[config.mk]
export PLATFORM = sky130hd
export DESIGN_NAME = serial_sub_ctrl
export DESIGN_NICKNAME = d
export VERILOG_FILES = /design/src/rtl/serial_sub_ctrl.sv
export SDC_FILE = /design/constraint.sdc
export NUM_CORES = 1
export LEC_CHECK = 0
export ABC_CLOCK_PERIOD_IN_PS = 1800
export CELL_PAD_IN_SITES_DETAIL_PLACEMENT = 0
export CELL_PAD_IN_SITES_GLOBAL_PLACEMENT = 1
export CORE_MARGIN = 10
export CORE_UTILIZATION = 40
export CTS_BUF_LIST = sky130_fd_sc_hd__clkbuf_8
export DETAILED_ROUTE_END_ITERATION = 6
export GPL_ROUTABILITY_DRIVEN = 1
export PLACE_DENSITY = 0.88
export SYNTH_ARGS = -nofsm -noshare
export SYNTH_HDL_FRONTEND = slang
export SYNTH_SLANG_ARGS = --single-unit
[constraint.sdc]
create_clock -name clk -period 1.8 [get_ports clk]
set_clock_uncertainty 0.05 [all_clocks]
set_input_delay 0.36 -clock clk [delete_from_list [all_inputs] [get_ports clk]]
set_output_delay 0.36 -clock clk [all_outputs]
set_load 0.01 [all_outputs]
[src/rtl/serial_sub_ctrl.sv]
// serial_sub_ctrl: bit-serial unsigned subtractor (a - b), one bit per clock, LSB first.
// A single full-subtractor cell (two half-subtractor stages) and a borrow flop do
// the arithmetic; the minuend shift register doubles as the result register.
// Optional build macro: SERIAL_SUB_CLAMP_EN -- when defined, a final borrow forces
// diff to zero (saturating subtract); borrow still reports 1.
module serial_sub_ctrl #(
    parameter int unsigned WIDTH = 8
) (
    input  logic             clk,
    input  logic             rst,
    input  logic             start,
    input  logic [WIDTH-1:0] a,
    input  logic [WIDTH-1:0] b,
    output logic             busy,
    output logic             done,
    output logic [WIDTH-1:0] diff,
    output logic             borrow
);

    localparam int unsigned CW = $clog2(WIDTH);
    localparam logic [CW-1:0] LAST_BIT = CW'(WIDTH - 1);

    typedef enum logic [1:0] {
        IDLE,
        RUN,
        DONE
    } state_t;

    state_t           state;
    logic [WIDTH-1:0] acc;      // minuend bits shift out at [0], result bits shift in at MSB
    logic [WIDTH-1:0] sh_b;     // subtrahend shift register
    logic [CW-1:0]    cnt;      // index of the bit processed this RUN cycle
    logic             bin;      // borrow carried into the current bit

    logic             hs1_d;
    logic             hs1_b;
    logic             hs2_b;
    logic             fs_d;
    logic             fs_bout;
    logic [WIDTH-1:0] res_final;

    // Full subtractor built from two half-subtractor stages on the current LSBs
    always_comb begin
        hs1_d     = acc[0] ^ sh_b[0];
        hs1_b     = ~acc[0] & sh_b[0];
        fs_d      = hs1_d ^ bin;
        hs2_b     = ~hs1_d & bin;
        fs_bout   = hs1_b | hs2_b;
        res_final = {fs_d, acc[WIDTH-1:1]};
    end

    // Control FSM, datapath shift registers and registered outputs
    always_ff @(posedge clk) begin
        if (rst) begin
            state  <= IDLE;
            acc    <= '0;
            sh_b   <= '0;
            cnt    <= '0;
            bin    <= 1'b0;
            busy   <= 1'b0;
            done   <= 1'b0;
            diff   <= '0;
            borrow <= 1'b0;
        end else begin
            done <= 1'b0;
            case (state)
                IDLE: begin
                    if (start) begin
                        acc   <= a;
                        sh_b  <= b;
                        cnt   <= '0;
                        bin   <= 1'b0;
                        busy  <= 1'b1;
                        state <= RUN;
                    end
                end
                RUN: begin
                    acc  <= res_final;
                    sh_b <= {1'b0, sh_b[WIDTH-1:1]};
                    bin  <= fs_bout;
                    cnt  <= cnt + CW'(1);
                    if (cnt == LAST_BIT) begin
                        state  <= DONE;
                        done   <= 1'b1;
                        borrow <= fs_bout;
`ifdef SERIAL_SUB_CLAMP_EN
                        diff   <= fs_bout ? '0 : res_final;
`else
                        diff   <= res_final;
`endif
                    end
                end
                DONE: begin
                    busy  <= 1'b0;
                    state <= IDLE;
                end
                default: begin
                    busy  <= 1'b0;
                    state <= IDLE;
                end
            endcase
        end
    end

endmodule
Figure 1. Congestion heat map (run 1).
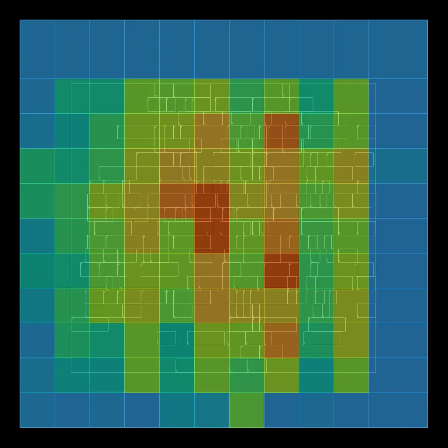
GR Util met1: 0.101
routing usage on met3: 0.0334
met2 Use GR: 0.173
Avg WL per Cell: 13.7 um
total track usage: 0.0968

Figure 2. Routed metal, one colour a layer (run 1).
Only two layers are drawn.
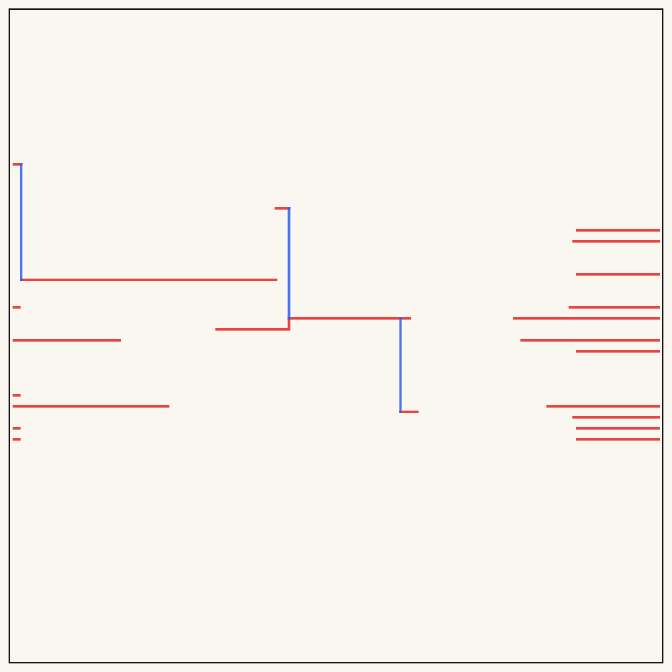
Key: metal 3 = red [wire length 227 um]; metal 4 = blue [wire length 39.4 um]

==> run summary, run 1 <==
multi-input gates - 102
WP data required - 1960 ps
busiest grt layer - met2
area share, top type - 0.449
H-tree depth - 2
Comb pwr share - 0.133
min Tclk post-route - 1590 ps
XORs/XNORs by Area - 0
register area - 661 sq um
RR Endpoint - borrow
post-synthesis cell count - 152
Setup TNS - 0 ps
type of the worst min-delay path - reg -> reg
largest net degree at the start of global routing - 34
status - finished clean
Adder Share, Synth - 0.0306
clock slew at reported path FFs - 60 ps
Syn. warnings - 0
Critical Path Start - cnt[0]
Pwr top - sequential cells
final cell count without fillers - 225
Post-CTS Setup Bufs - 0
Setup crit end kind - flip-flop
largest registers - acc x8, diff x8, sh_b x8
Slew Limit Fails - 0
row cnt - 21
drt total wl - 3090 um
drt drc - 0
Post-Place Worst Slack - 110 ps
syn avg cell area - 9.67 sq um
Slew @ Worst Pin - 326 ps
Clock Power Share - 0.350
first-pass GRT wire length - 5060 um
Hold Crit Endpoint - diff[1]
CP most frequent cell - ha_1
well tap count - 46
Crit Path Class - reg -> reg
Leakage - 0.693 nW
bufs w/o clock - 33
Largest stage delay, worst path - 360 ps
Core Box Area - 3440 sq um
yosys cell count - 152
Pwr Total - 0.00154 W
Synthesized registers - 33
sequential cell area share - 0.359
unique cell type count in the Yosys netlist - 33
most frequent cells in the layout - 33 x dfxtp_1, 30 x nor2_1, 29 x clkdlybuf4s50_1
Post-synth ARST share - 0
area grow syn2layout - 25.2%
DP Area - 1750 sq um
Power Density - 837 nW/um^2
Net count, final - 201
Synth area leader - dfxtp_1
Fmax - 0.631 GHz
critical path depth in cells - 5
Die Area - 6500 sq um
count leader, synth - dfxtp_1
R2R setup slack - 210 ps
Slew HR - 0.777
drt pass-1 iters - 3
Commonest Layout Cell - dfxtp_1
cell area after synthesis - 1470 sq um
commonest cells in the netlist - 33 x dfxtp_1, 30 x nor2_1, 12 x mux2i_1
clock sinks - 33
Power Clock - 0.000539 W
Synthesized Nets - 174
Placed Instances - 218
Comb area - 688 sq um
Comb group - 0.000205 W
ao+oa area frac - 0.158
Die Span X - 80.6 um
ANT cells - 0
Inverters - 4
unrepaired setup endpoints after global routing - false
final core occ - 0.535
CTS tree - built
DR vias/cell - 5.00
Num CTS Buffers - 5
Switching Share - 0.238
Insertion Delay late pin - 270 ps
Buf+Inv Stages, Crit Path - 0
number of enable flip-flop cells - 0
seq pwr - 0.000798 W
maximum clock path buffer count - 2
met3 wire len - 227 um
Signal buf overhead - 0.181
biggest area cells - dfxtp_1 45%, mux2i_1 8.2%, nor2_1 7.7%
Figure 3. Sequential cells coloured by netlist name (run 1).
Other sequential cells in the stronger grey, the rest of the logic in the fainter grey.
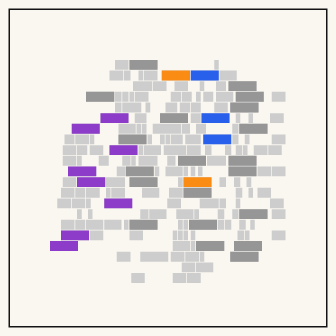
Key: sh_b = purple [sequential cells 8, where middle left]; state = orange [sequential cells 2]; cnt = blue [sequential cells 3]
Another 20 sequential cells are not coloured.

Figure 4. I/O pins on the die edge (run 1).
Pins as bars across the die edge, other pins in grey.
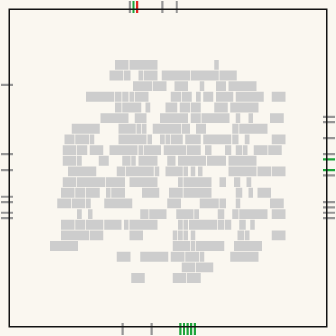

## Run 2: what changed since run 1
- SETUP_SLACK_MARGIN: default -> 0.2
Figure 5. I/O pins on the die edge (run 2).
Pins as bars across the die edge, other pins in grey.
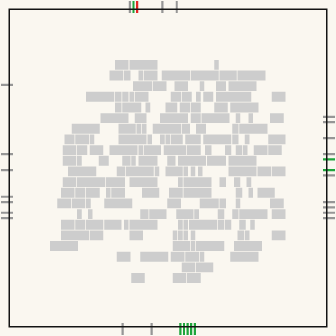
Key: busy = red [pins 1, direction output, edge top]; a = green [pins 8, direction input, edge 5 bottom, 2 right, 1 top]

Figure 6. M3 wires (run 2).
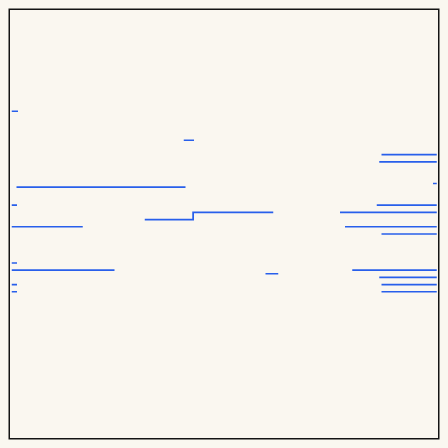
The longest straight run is 31.5 um. The layer carries 220 um of wire.

==> run summary, run 2 <==
Signal buf overhead - 0.182 (was 0.181)
WP data required - 1390 ps (was 1960 ps)
Hold Crit Endpoint - diff[1] (unchanged)
Core Box Area - 3440 sq um (unchanged)
Placed Instances - 218 (unchanged)
Synthesized registers - 33 (unchanged)
Commonest Layout Cell - dfxtp_1 (unchanged)
largest net degree at the start of global routing - 34 (unchanged)
Slew HR - 0.777 (about the same)
count leader, synth - dfxtp_1 (unchanged)
routing usage on met3 - 0.0334 (unchanged)
status - finished clean (unchanged)
Setup TNS - 0 ps (unchanged)
type of the worst min-delay path - reg -> reg (unchanged)
drt drc - 0 (unchanged)
Slew @ Worst Pin - 326 ps (about the same)
Power Density - 829 nW/um^2 (was 837 nW/um^2)
ao+oa area frac - 0.158 (unchanged)
ANT cells - 0 (unchanged)
commonest cells in the netlist - 33 x dfxtp_1, 30 x nor2_1, 12 x mux2i_1 (unchanged)
Post-CTS Setup Bufs - 0 (unchanged)
Comb area - 701 sq um (was 688 sq um)
row cnt - 21 (unchanged)
R2R setup slack - 370 ps (was 210 ps)
DP Area - 1750 sq um (unchanged)
final core occ - 0.540 (was 0.535)
yosys cell count - 152 (unchanged)
Buf+Inv Stages, Crit Path - 1 (was 0)
Clock Power Share - 0.349 (was 0.350)
first-pass GRT wire length - 5060 um (unchanged)
clock slew at reported path FFs - 60 ps (about the same)
well tap count - 46 (unchanged)
Switching Share - 0.238 (about the same)
multi-input gates - 102 (unchanged)
DR vias/cell - 5.01 (was 5.00)
Adder Share, Synth - 0.0306 (unchanged)
sequential cell area share - 0.356 (was 0.359)
bufs w/o clock - 33 (unchanged)
number of enable flip-flop cells - 0 (unchanged)
Comb group - 0.000205 W (about the same)
Crit Path Class - reg -> out (was reg -> reg)
area share, top type - 0.449 (unchanged)
met3 wire len - 219 um (was 227 um)
Fmax - 0.642 GHz (was 0.631 GHz)
Inverters - 4 (unchanged)
Insertion Delay late pin - 270 ps (about the same)
biggest area cells - dfxtp_1 45%, mux2i_1 8.2%, nor2_1 7.7% (unchanged)
Largest stage delay, worst path - 540 ps (was 360 ps)
## Run 3: what changed since run 2
- CAP_MARGIN: default -> 20
Figure 7. Sequential cells coloured by netlist name (run 3).
Other sequential cells in the stronger grey, the rest of the logic in the fainter grey.
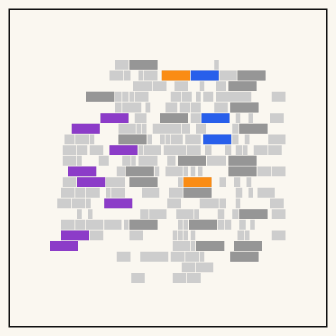
Key: sh_b = purple [sequential cells 8, where middle left]; cnt = blue [sequential cells 3]; state = orange [sequential cells 2]
Another 20 sequential cells are not coloured.

Figure 8. M3 wires (run 3).
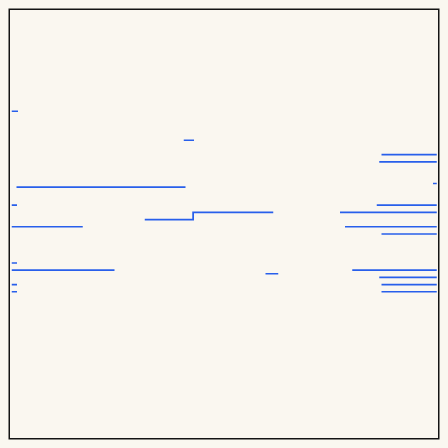
The layer holds 7.1% of the routed length. The longest straight run is 31.5 um. The layer carries 220 um of wire.

==> run summary, run 3 <==
ao+oa area frac - 0.158 (unchanged)
WP data required - 1390 ps (about the same)
min Tclk post-route - 1560 ps (unchanged)
cell area after synthesis - 1470 sq um (unchanged)
seq pwr - 0.000798 W (about the same)
Pwr top - sequential cells (unchanged)
R2R setup slack - 370 ps (about the same)
drt pass-1 iters - 4 (unchanged)
Hold Crit Endpoint - diff[1] (unchanged)
Post-CTS Setup Bufs - 0 (unchanged)
post-synthesis cell count - 152 (unchanged)
unique cell type count in the Yosys netlist - 33 (unchanged)
Comb group - 0.000205 W (about the same)
Avg WL per Cell - 13.8 um (unchanged)
DP Area - 1750 sq um (unchanged)
largest net degree at the start of global routing - 34 (unchanged)
Die Span X - 80.6 um (unchanged)
Net count, final - 201 (unchanged)
H-tree depth - 2 (unchanged)
Setup TNS - 0 ps (unchanged)
Synthesized Nets - 174 (unchanged)
sequential cell area share - 0.356 (unchanged)
XORs/XNORs by Area - 0 (unchanged)
number of enable flip-flop cells - 0 (unchanged)
largest registers - acc x8, diff x8, sh_b x8 (unchanged)
commonest cells in the netlist - 33 x dfxtp_1, 30 x nor2_1, 12 x mux2i_1 (unchanged)
count leader, synth - dfxtp_1 (unchanged)
met2 Use GR - 0.173 (unchanged)
Comb pwr share - 0.133 (about the same)
RR Endpoint - borrow (unchanged)
Slew Limit Fails - 0 (unchanged)
Placed Instances - 218 (unchanged)
Core Box Area - 3440 sq um (unchanged)
area share, top type - 0.449 (unchanged)
Switching Share - 0.238 (unchanged)
clock slew at reported path FFs - 60 ps (about the same)
register area - 661 sq um (unchanged)
Power Density - 829 nW/um^2 (unchanged)
yosys cell count - 152 (unchanged)
first-pass GRT wire length - 5060 um (unchanged)
ANT cells - 0 (unchanged)
wire length on met2 - 1580 um (unchanged)
maximum clock path buffer count - 2 (unchanged)
Largest stage delay, worst path - 540 ps (about the same)
Inverters - 4 (unchanged)
syn avg cell area - 9.67 sq um (unchanged)
Synth area leader - dfxtp_1 (unchanged)
busiest grt layer - met2 (unchanged)
drt total wl - 3110 um (unchanged)
Clock Power Share - 0.349 (about the same)
biggest area cells - dfxtp_1 45%, mux2i_1 8.2%, nor2_1 7.7% (unchanged)
Slew @ Worst Pin - 326 ps (unchanged)
multi-input gates - 102 (unchanged)
Post-Place Worst Slack - 110 ps (unchanged)
Pwr Total - 0.00154 W (unchanged)
Num CTS Buffers - 5 (unchanged)
CTS tree - built (unchanged)
met3 wire len - 219 um (unchanged)
Leakage - 0.727 nW (unchanged)
Fmax - 0.642 GHz (unchanged)
Die Area - 6500 sq um (unchanged)
final cell count without fillers - 225 (unchanged)
GR Util met1 - 0.101 (unchanged)
Crit Path Class - reg -> out (unchanged)
status - finished clean (unchanged)
bufs w/o clock - 33 (unchanged)
Power Clock - 0.000538 W (about the same)
DR vias/cell - 5.01 (unchanged)
Commonest Layout Cell - dfxtp_1 (unchanged)
Adder Share, Synth - 0.0306 (unchanged)
area grow syn2layout - 26.4% (unchanged)
Buf+Inv Stages, Crit Path - 1 (unchanged)
total track usage - 0.0968 (unchanged)
Insertion Delay late pin - 270 ps (about the same)
Signal buf overhead - 0.182 (unchanged)
Power and IR drop assume default switching activity.
